Fig. 1: run 1, clock nets
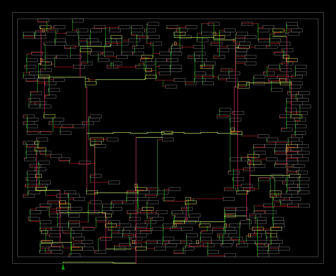
Fig. 2: run 1, clock network drawn from the DEF
Scale: 2 px per um.
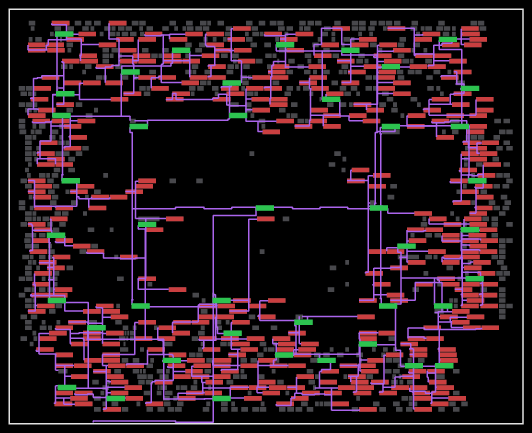
Fig. 3: run 1, port wiring
Scale: 2 px per um.
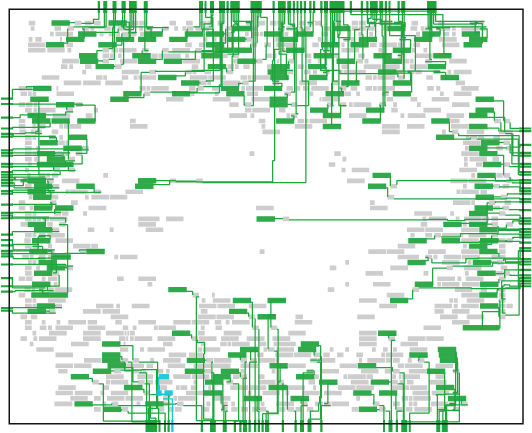
Fig. 4: run 1, placed cells, one colour a class
Scale: 1 px per um.
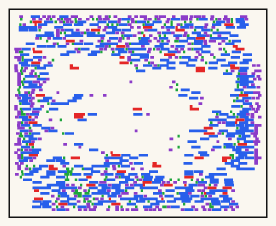
$ cat src/rtl/sa_pkg.sv
// Shared definitions for the systolic-array feeder blocks.
package sa_pkg;

  // Lane width: one IEEE-754 double per lane.
  localparam int SA_W = 64;

  typedef enum logic [1:0] {
    IDLE   = 2'd0,
    STREAM = 2'd1,
    FLUSH  = 2'd2
  } sa_skew_state_t;

  // Low bit index of lane k in a flat bus of w-bit lanes.
  function automatic int sa_lane_lo(input int k, input int w);
    return k * w;
  endfunction

endpackage

$ cat src/rtl/sa_delay_line.sv
// Fixed-depth delay line carrying data plus valid/last side bits.
// The last stage is the output register; the line shifts every cycle.
module sa_delay_line #(
  parameter int DEPTH = 1,
  parameter int W     = 64
) (
  input  logic         clk,
  input  logic         reset,
  input  logic [W-1:0] in_data,
  input  logic         in_vld,
  input  logic         in_last,
  output logic [W-1:0] out_data,
  output logic         out_vld,
  output logic         out_last,
  output logic         any_vld
);

  logic [DEPTH-1:0][W-1:0] data_pipe;
  logic [DEPTH-1:0]        vld_pipe;
  logic [DEPTH-1:0]        last_pipe;

  // Unconditional shift; reset wipes every stage so a partial matrix is dropped.
  always_ff @(posedge clk or posedge reset) begin
    if (reset) begin
      data_pipe <= '0;
      vld_pipe  <= '0;
      last_pipe <= '0;
    end else begin
      data_pipe[0] <= in_data;
      vld_pipe[0]  <= in_vld;
      last_pipe[0] <= in_last;
      for (int i = 1; i < DEPTH; i++) begin
        data_pipe[i] <= data_pipe[i-1];
        vld_pipe[i]  <= vld_pipe[i-1];
        last_pipe[i] <= last_pipe[i-1];
      end
    end
  end

  assign out_data = data_pipe[DEPTH-1];
  assign out_vld  = vld_pipe[DEPTH-1];
  assign out_last = last_pipe[DEPTH-1];
  assign any_vld  = |vld_pipe;

endmodule

$ cat src/rtl/sa_input_skew.sv
// Row-to-diagonal skew feeder for the SA_MxN systolic array.
// Lane k is delayed k cycles relative to lane 0; after the last row the
// block injects M-1 zero flush cycles on its own.
// Optional feature: define SA_SKEW_ROWCNT_EN to add the row_count output.
module sa_input_skew
  import sa_pkg::*;
#(
  parameter int M = 3,
  parameter int W = SA_W
) (
  input  logic           clk,
  input  logic           reset,
  input  logic           in_valid,
  output logic           in_ready,
  input  logic [W*M-1:0] in_row,
  input  logic           in_last,
  output logic [W*M-1:0] out_left,
  output logic           out_valid,
  output logic           out_last,
  output logic           busy
`ifdef SA_SKEW_ROWCNT_EN
  ,output logic [15:0]   row_count
`endif
);

  // M=1 needs no flush, but keep the counter at least one bit wide.
  localparam int CW = (M > 1) ? $clog2(M) : 1;

  sa_skew_state_t       state_q, state_d;
  logic [CW-1:0]        cnt_q, cnt_d;
  logic                 accept;
  logic [M-1:0][W-1:0]  lane_data;
  logic [M-1:0]         lane_vld;
  logic [M-1:0]         lane_last;
  logic [M-1:0]         lane_any;

  assign in_ready = (state_q != FLUSH) && !reset;
  assign accept   = in_valid && in_ready;

  // One delay line per lane, depth k+1; bubbles inject zero.
  for (genvar k = 0; k < M; k++) begin : g_lane
    sa_delay_line #(
      .DEPTH (k + 1),
      .W     (W)
    ) u_dl (
      .clk      (clk),
      .reset    (reset),
      .in_data  (accept ? in_row[sa_lane_lo(k, W) +: W] : '0),
      .in_vld   (accept),
      .in_last  (accept && in_last),
      .out_data (lane_data[k]),
      .out_vld  (lane_vld[k]),
      .out_last (lane_last[k]),
      .any_vld  (lane_any[k])
    );
  end

  assign out_left  = lane_data;
  assign out_valid = |lane_vld;
  assign out_last  = lane_last[M-1];
  assign busy      = (state_q != IDLE) || (|lane_any);

  // State and flush-counter registers.
  always_ff @(posedge clk or posedge reset) begin
    if (reset) begin
      state_q <= IDLE;
      cnt_q   <= '0;
    end else begin
      state_q <= state_d;
      cnt_q   <= cnt_d;
    end
  end

  // Next state: FLUSH holds off new rows for M-1 cycles after the last row.
  always_comb begin
    state_d = state_q;
    cnt_d   = cnt_q;
    case (state_q)
      IDLE, STREAM: begin
        if (accept) begin
          if (in_last) begin
            if (M > 1) begin
              state_d = FLUSH;
              cnt_d   = CW'(M - 2);
            end else begin
              state_d = IDLE;
            end
          end else begin
            state_d = STREAM;
          end
        end
      end
      FLUSH: begin
        if (cnt_q == '0) state_d = IDLE;
        else             cnt_d   = cnt_q - CW'(1);
      end
      default: state_d = IDLE;
    endcase
  end

`ifdef SA_SKEW_ROWCNT_EN
  // Rows accepted in the current matrix; an accept from IDLE starts a new one.
  always_ff @(posedge clk or posedge reset) begin
    if (reset)                     row_count <= '0;
    else if (accept) begin
      if (state_q == IDLE)         row_count <= 16'd1;
      else if (row_count != 16'hFFFF) row_count <= row_count + 16'd1;
    end
  end
`endif

endmodule
$ cat config.mk
export PLATFORM = sky130hd
export DESIGN_NAME = sa_input_skew
export DESIGN_NICKNAME = d
export VERILOG_FILES = /design/src/rtl/sa_pkg.sv /design/src/rtl/sa_delay_line.sv /design/src/rtl/sa_input_skew.sv
export SDC_FILE = /design/constraint.sdc
export NUM_CORES = 1
export LEC_CHECK = 0
export ABC_CLOCK_PERIOD_IN_PS = 15050
export CORE_ASPECT_RATIO = 0.8
export CORE_MARGIN = 4
export CORE_UTILIZATION = 25
export DETAILED_ROUTE_END_ITERATION = 8
export MAX_ROUTING_LAYER = met4
export PLACE_DENSITY = 0.52
export SLEW_MARGIN = 10
export SYNTH_ARGS = -nofsm -noshare
export SYNTH_HDL_FRONTEND = slang
export SYNTH_SLANG_ARGS = --single-unit
$ cat constraint.sdc
create_clock -name clk -period 15.05 [get_ports clk]
set_clock_uncertainty 0.2 [all_clocks]
set_input_delay 3.01 -clock clk [delete_from_list [all_inputs] [get_ports clk]]
set_output_delay 3.01 -clock clk [all_outputs]
set_load 0.02 [all_outputs]
==> results_dict.tcl, run 1 <==
# metrics dict for downstream scripts
set metrics [dict create \
    setup_repair_after_global_routing_missed_its_margin "false" \
    post-dp-hpwl_mm 18.3 \
    timing_hold_violations_final 0 \
    critical_path.endpoint "in_ready" \
    mapped_cell_area_mm2 0.0123 \
    min_from "g_lane[1].u_dl.data_pipe[11]" \
    route.final.wire_length_mm 26.6 \
    critical_path.startpoint_type "primary input" \
    maxCapViolCount 0 \
    first_pass_iters 4 \
    timing.slew.headroom_pct 36.9 \
    initialDrtViolationCount 213 \
    buf_inv_stages_crit_path 2 \
    grt.met2_usage_pct 15.9 \
    timing.critical_path.cells "clkdlybuf4s50_1, nor2_1, clkdlybuf4s50_1" \
    power.leakage_nw 8.11 \
    yosysCellCount 756 \
    final_cell_count_no_fill 1704 \
    path_common_cell "sky130_fd_sc_hd__clkdlybuf4s50_1" \
    detail_route.vias_per_cell 3.59 \
    internal_cell_power_mw 1.90 \
    fin_tns_setup_ns 0 \
    avg_wl_per_cell_um 15.6 \
    clkTransAtPathRegs_ns 0.06 \
    tritoncts "done" \
    die_height_um 206 \
    r2r_slack_ns 11.99 \
    pg_comb_mw 0.302 \
    clock_path_buffers 3 \
    syn_inst 756 \
    cts.repair_timing.setup_buffer_count 0 \
    power.combinational.fraction_pct 12.2 \
    power.share.switching_pct 23.3 \
    yosys-stat-area_mm2 0.0123 \
    clock.fmax_mhz 132 \
    syn_to_final_growth_pct 40.7 \
    setup_viol 0 \
    required_ns 11.84 \
    initCoreUtil_pct 25.4 \
    die_w_um 256 \
    maxSlewViolCount 0 \
    globalplace.congestion 0.722 \
    power_frac_seq_pct 47.5 \
    critPathArrivalTime_ns 4.35 \
    worst_path_depth 3 \
    final.period_utilization_pct 50.2 \
    yosysWarnings 0 \
    cts_hold_buffers 0 \
    fin_nets 1245 \
    r2r_cells 5 \
    status "finished, final reports clean" \
    power-top-group "sequential cells" \
    grt_start_max_net_pins 131 \
    stage_log_warnings 30 \
    tightest_slew_ns 0.947 \
    critical_path.endpoint_type "output port" \
    drc_errors 0 \
    synth_flops 394 \
    placed_cell_area_mm2 0.0160 \
    final_common_cell "sky130_fd_sc_hd__dfrtp_1" \
    rr_endpoint "g_lane[0].u_dl.out_data[55]" \
    powerSeq_mw 1.18 \
    timing.final.crit_period_ns 7.56 \
    track_usage_pct 10.2 \
    p_sw_mw 0.578 \
    clock_net_sink_count 394 \
    layout_top_cells "394 x sky130_fd_sc_hd__dfrtp_1, 391 x sky130_fd_sc_hd__clkdlybuf4s50_1, 193 x sky130_fd_sc_hd__and2_1" \
    cts-htree-levels 2 \
    hold_path_depth 0 \
    synth.distinct_cells 20 \
    timing.critical_path.slowest_cell_delay_ns 0.62 \
    grt_pass1_wl_mm 40.2 \
    cts_resized 0 \
    initial_antenna_violation_count 1 \
    first_global_vias 6879 \
    cp_slowest_cell "sky130_fd_sc_hd__clkdlybuf4s50_1" \
    layout-drive-gt1-share_pct 6.98 \
    grt.met1_usage_pct 12.0 \
    final_antenna_net_count 0 \
    placedCellCount 1633 \
    peakVddDrop_mv 0.0568 \
    synthesis.area_per_instance_um2 16.3 \
]
## Picture notes: Fig. 1
registers: 394
number of buffers created by CTS: 42

## Picture notes: Fig. 2
[green] clock-net drivers | count: 42
[purple] clock wires | length: 5060 um
[red] flip-flops | count: 394
routed clock nets: 43
flops lie: widely spread
Clk power: 1.00 mW
Clk pwr share: 40.4%
clock insertion delay at the later pin of the skew report: 0.54 ns

## Picture notes: Fig. 3
[green] out_left | bits: 192 | direction: output | end cells: 192 | buffers: 192 | wire: 7060 um
[cyan] reset | bits: 1 | direction: input | end cells: 4 | buffers: 1 | wire: 32.1 um
top-level I/O count: 392
count of buffers inserted at the top-level ports: 391

## Picture notes: Fig. 4
[red] clock drivers and dummy loads | cells: 70
[purple] remaining buffers and delay cells | cells: 397
[green] remaining logic cells | cells: 213
[blue] registers | cells: 394
Core Util, Final: 35.7%
core box area: 0.0485 mm^2
register fraction of the total cell area: 56.9%
standard-cell rows: 72
summed area of non-filler cells in the final layout: 0.0173 mm^2

[run 1: cells in the mapped netlist (all sizes together)]
library cell | n | area, um^2
dfrtp | 394 | 9860
and2 | 193 | 1210
buf | 147 | 1090
inv | 3 | 11.3
nor2 | 3 | 18.8
clkbuf | 2 | 7.51
nand2 | 2 | 7.51
nand2b | 2 | 20.0
nor3b | 2 | 15.0
or3 | 2 | 12.5
a21oi | 1 | 5.00
ha | 1 | 12.5
nor2b | 1 | 13.8
o211a | 1 | 10.0
or3b | 1 | 8.76
xnor2 | 1 | 8.76
[run 1: layer usage]
metal,vias up,wire [um],part of all wire (%)
met3,53,1910,7.2
met2,203,13300,50
met1,3103,10500,40
li1,2754,-,-
met4,0,864,3.2
met5,-,0,0
[run 1: stage by stage]
step | hold slack [ns] | util [%] | power (mW) | setup slack [ns]
detailed placement | 0.135 | 32.9 | 1.51 | 7.49
global route | 0.135 | 35.7 | 2.60 | 7.45
CTS | 0.131 | 35.7 | 2.54 | 7.49
floorplan | 0.131 | - | 1.37 | 0.886
global placement | 0.131 | 32.9 | 1.50 | 7.50
finish | 0.128 | 35.7 | 2.48 | 7.49
[run 1: kinds of logic (layout without fill, tap and decap cells)]
family	count (synthesis)	after routing	share of synthesized area, %
compound gates	2	2	0.122
xor+xnor	1	1	0.0712
fa+ha+maj	1	1	0.102
buf+inv	152	470	9.01
flops	394	394	80.1
other cells	0	1	0
simple gates	206	206	10.6
[run 1: cell type report]
cell class | count | area, um^2
sequential | 394 | 9860
fill | 4659 | 31100
clock buffer | 57 | 1220
antenna | 1 | 2.50
clock inverter | 13 | 131
tap | 629 | 787
multi-input combinational | 210 | 1340
timing repair buffer | 397 | 3960
inverter | 3 | 18.8
Fig. 5: run 1, the metal 3 layer
Scale: 1.5 px per um. Cells faint in the background.
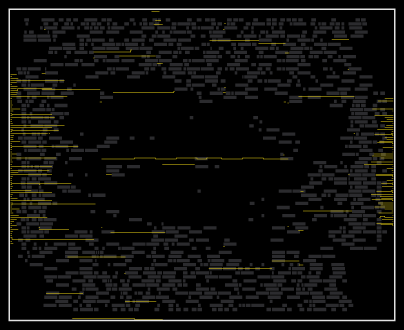

--- run 2 (diff from run 1) ---
--- a/config.mk
+++ b/config.mk
@@ -5,13 +5,13 @@
 export SDC_FILE = /design/constraint.sdc
 export NUM_CORES = 1
 export LEC_CHECK = 0
-export ABC_CLOCK_PERIOD_IN_PS = 15050
+export ABC_CLOCK_PERIOD_IN_PS = 6710
 export CORE_ASPECT_RATIO = 0.8
 export CORE_MARGIN = 4
 export CORE_UTILIZATION = 25
 export DETAILED_ROUTE_END_ITERATION = 8
 export MAX_ROUTING_LAYER = met4
-export PLACE_DENSITY = 0.52
+export PLACE_DENSITY = 0.54
 export SLEW_MARGIN = 10
 export SYNTH_ARGS = -nofsm -noshare
 export SYNTH_HDL_FRONTEND = slang
==> constraint.sdc (replaced) <==
create_clock -name clk -period 6.71 [get_ports clk]
set_clock_uncertainty 0.2 [all_clocks]
set_input_delay 1.342 -clock clk [delete_from_list [all_inputs] [get_ports clk]]
set_output_delay 1.342 -clock clk [all_outputs]
set_load 0.02 [all_outputs]
Fig. 6: run 2, the metal 3 layer
Scale: 1.5 px per um. Cells faint in the background.
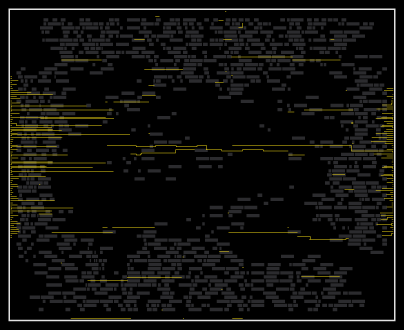
share of all routed wire: 8.6%
wire length on this layer: 2290 um
main direction: horizontal
via count: 6119
met3 capacity usage during global routing: 4.26%
Routed WL: 26.7 mm

Fig. 7: run 2, port wiring
Scale: 2 px per um.
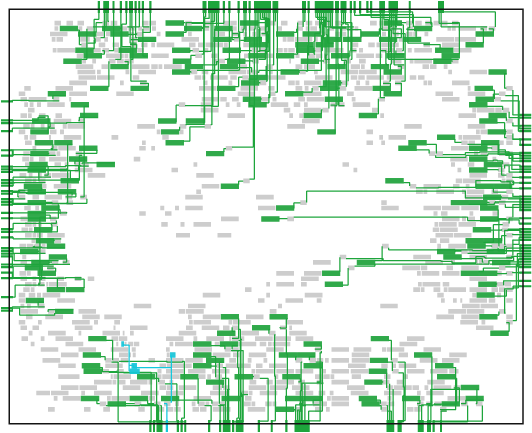
[green] out_left | bits: 192 | direction: output | end cells: 192 | buffers: 192 | wire: 6890 um
[cyan] reset | bits: 1 | direction: input | end cells: 4 | buffers: 1 | wire: 73.4 um

==> run 2 against run 1 <==
Compared with the run above: worst setup slack worse by 5.1 ns; critical path depth stayed put; power is 120% higher; first-iteration DRC count is 13% higher; wire length is 0.20% higher; critical path type unchanged; largest cell class unchanged; largest power group unchanged.
==> results_dict.tcl, run 2 <==
# metrics dict for downstream scripts
set metrics [dict create \
    mapped_cell_area_mm2 0.0123 \
    path_common_cell "sky130_fd_sc_hd__clkdlybuf4s50_1" \
    die_w_um 256 \
    globalplace.congestion 0.717 \
    hold_slack_ns 0.139 \
    design.portCount 392 \
    required_ns 5.17 \
    cts.repair_timing.setup_buffer_count 0 \
    timing.critical_path.slowest_cell_delay_ns 0.65 \
    floorplan.rows 72 \
    top_cells_by_area "sky130_fd_sc_hd__dfrtp_1 80%, sky130_fd_sc_hd__and2_1 9.8%, sky130_fd_sc_hd__buf_4 8.5%" \
    portion_of_synthesized_cell_area_occupied_by_the_leading_cell_type_pct 80.1 \
    clock_path_buffers 3 \
    timing.slew.headroom_pct 45.3 \
    r2r_slack_ns 4.46 \
    synthesis.area_per_instance_um2 16.3 \
    maxSlewViolCount 0 \
    setup_viol 0 \
    async_reset_ff_share_pct 100 \
    synth-main-ff-cell "sky130_fd_sc_hd__dfrtp_1" \
    grt.met2_usage_pct 15.6 \
    power.combinational.fraction_pct 12.3 \
    buf_inv_stages_crit_path 2 \
    p_sw_mw 1.29 \
    yosysWarnings 0 \
    enable_flop_cells 0 \
    power-top-group "sequential cells" \
    die_height_um 206 \
    first_global_vias 6778 \
    tightest_slew_ns 0.821 \
    initial_antenna_violation_count 7 \
    yosys-stat-area_mm2 0.0123 \
    yosysCellCount 756 \
    dr_wl_met3_mm 2.29 \
    grt_pass1_wl_mm 39.8 \
    pg_comb_mw 0.677 \
    timing.final.crit_period_ns 4.34 \
    final.period_utilization_pct 64.7 \
    syn_inst 756 \
    final_common_cell "sky130_fd_sc_hd__dfrtp_1" \
    avg_wl_per_cell_um 15.6 \
    dpl_worst_slack_ns 2.36 \
    maxCapViolCount 0 \
    power.leakage_nw 8.08 \
    tritoncts "done" \
    final_cell_count_no_fill 1708 \
    layout_top_cells "394 x sky130_fd_sc_hd__dfrtp_1, 391 x sky130_fd_sc_hd__clkdlybuf4s50_1, 193 x sky130_fd_sc_hd__and2_1" \
    synth.distinct_cells 20 \
    worst_path_depth 3 \
    synth_flops 394 \
    clkTransAtPathRegs_ns 0.06 \
    grt_start_max_net_pins 153 \
    most_frequent_cell_after_synthesis "sky130_fd_sc_hd__dfrtp_1" \
    powerSeq_mw 2.64 \
    initCoreUtil_pct 25.4 \
    timing.critical_path.cells "clkdlybuf4s50_1, nor2_1, clkdlybuf4s50_1" \
    routed.top_layer "met4" \
    grt.met1_usage_pct 11.7 \
    cts_hold_buffers 0 \
    critical_path.endpoint_type "output port" \
    number_of_buffers_created_by_cts 41 \
    setup_repair_after_global_routing_missed_its_margin "false" \
    core-area_mm2 0.0485 \
    synth_area_leader_cell "sky130_fd_sc_hd__dfrtp_1" \
    drc_errors 0 \
    placedCellCount 1632 \
    status "finished, final reports clean" \
    peakVddDrop_mv 0.159 \
    initialDrtViolationCount 240 \
    setup_slack_after_layout_ns 2.37 \
    placed_cell_area_mm2 0.0160 \
    cts-htree-levels 2 \
    critical_path.endpoint "in_ready" \
    timing_hold_violations_final 0 \
]
Fig. 8: run 2, clock network drawn from the DEF
Scale: 2 px per um.
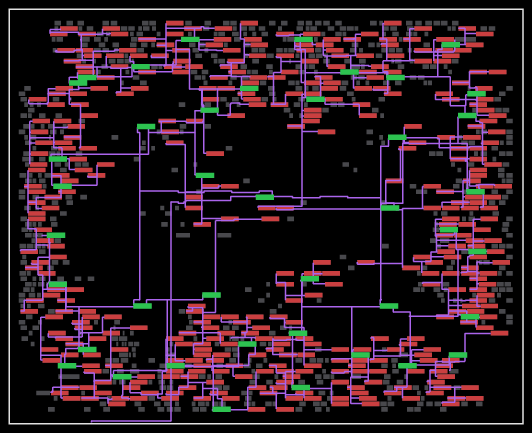
[red] flip-flops | count: 394
[green] clock-net drivers | count: 41
[purple] clock wires | length: 5230 um
routed clock nets: 42
flops lie: widely spread
Clk pwr share: 39.6%
Clk power: 2.17 mW
clock insertion delay at the later pin of the skew report: 0.53 ns

-- run 2: netlist changes by cell type in the layout (fill, tap and decap cells not counted), moves of 3 or more --
cell / before / now
sky130_fd_sc_hd__clkbuf_1: 5 / 9
sky130_fd_sc_hd__diode_2: 1 / 7
sky130_fd_sc_hd__buf_12: 0 / 3
sky130_fd_sc_hd__buf_4: 6 / 2
-- run 2: cell type report --
cell class / instances / area [um^2]
Timing Repair Buffer: 396 / 3990
Clock inverter: 12 / 124
Clock buffer: 57 / 1160
Antenna cell: 7 / 17.5
Multi-Input combinational cell: 210 / 1340
Inverter: 3 / 15.0
Tap cell: 629 / 787
Sequential cell: 394 / 9860
Fill cell: 4657 / 31200
-- run 2: how the worst min path moves through the flow --
| stage | from | to | slack (ns) | depth (start not counted) |
|---|---|---|---|---|
| 6_report | g_lane[2].u_dl.data_pipe[54] | g_lane[2].u_dl.data_pipe[118] | 0.14 | 0 |
| 5_1_grt | g_lane[2].u_dl.last_pipe[0] | g_lane[2].u_dl.last_pipe[1] | 0.14 | 0 |
| 2_1_floorplan | g_lane[1].u_dl.data_pipe[0] | g_lane[1].u_dl.out_data[0] | 0.13 | 0 |
| 3_5_place_dp | g_lane[1].u_dl.data_pipe[20] | g_lane[1].u_dl.out_data[20] | 0.13 | 0 |
| 4_1_cts | g_lane[2].u_dl.data_pipe[36] | g_lane[2].u_dl.data_pipe[100] | 0.14 | 0 |
| 3_3_place_gp | g_lane[2].u_dl.data_pipe[119] | g_lane[2].u_dl.out_data[55] | 0.13 | 0 |
-- run 2: cells by family after synthesis --
group,count (synthesis),synth area share [%]
XOR/XNOR,1,0.0712
adder cells (fa/ha/maj),1,0.102
buffers and inverters,152,9.01
flip-flops,394,80.1
AND/OR/NAND/NOR,206,10.6
AND-OR/OR-AND,2,0.122
Power and IR drop assume default switching activity.
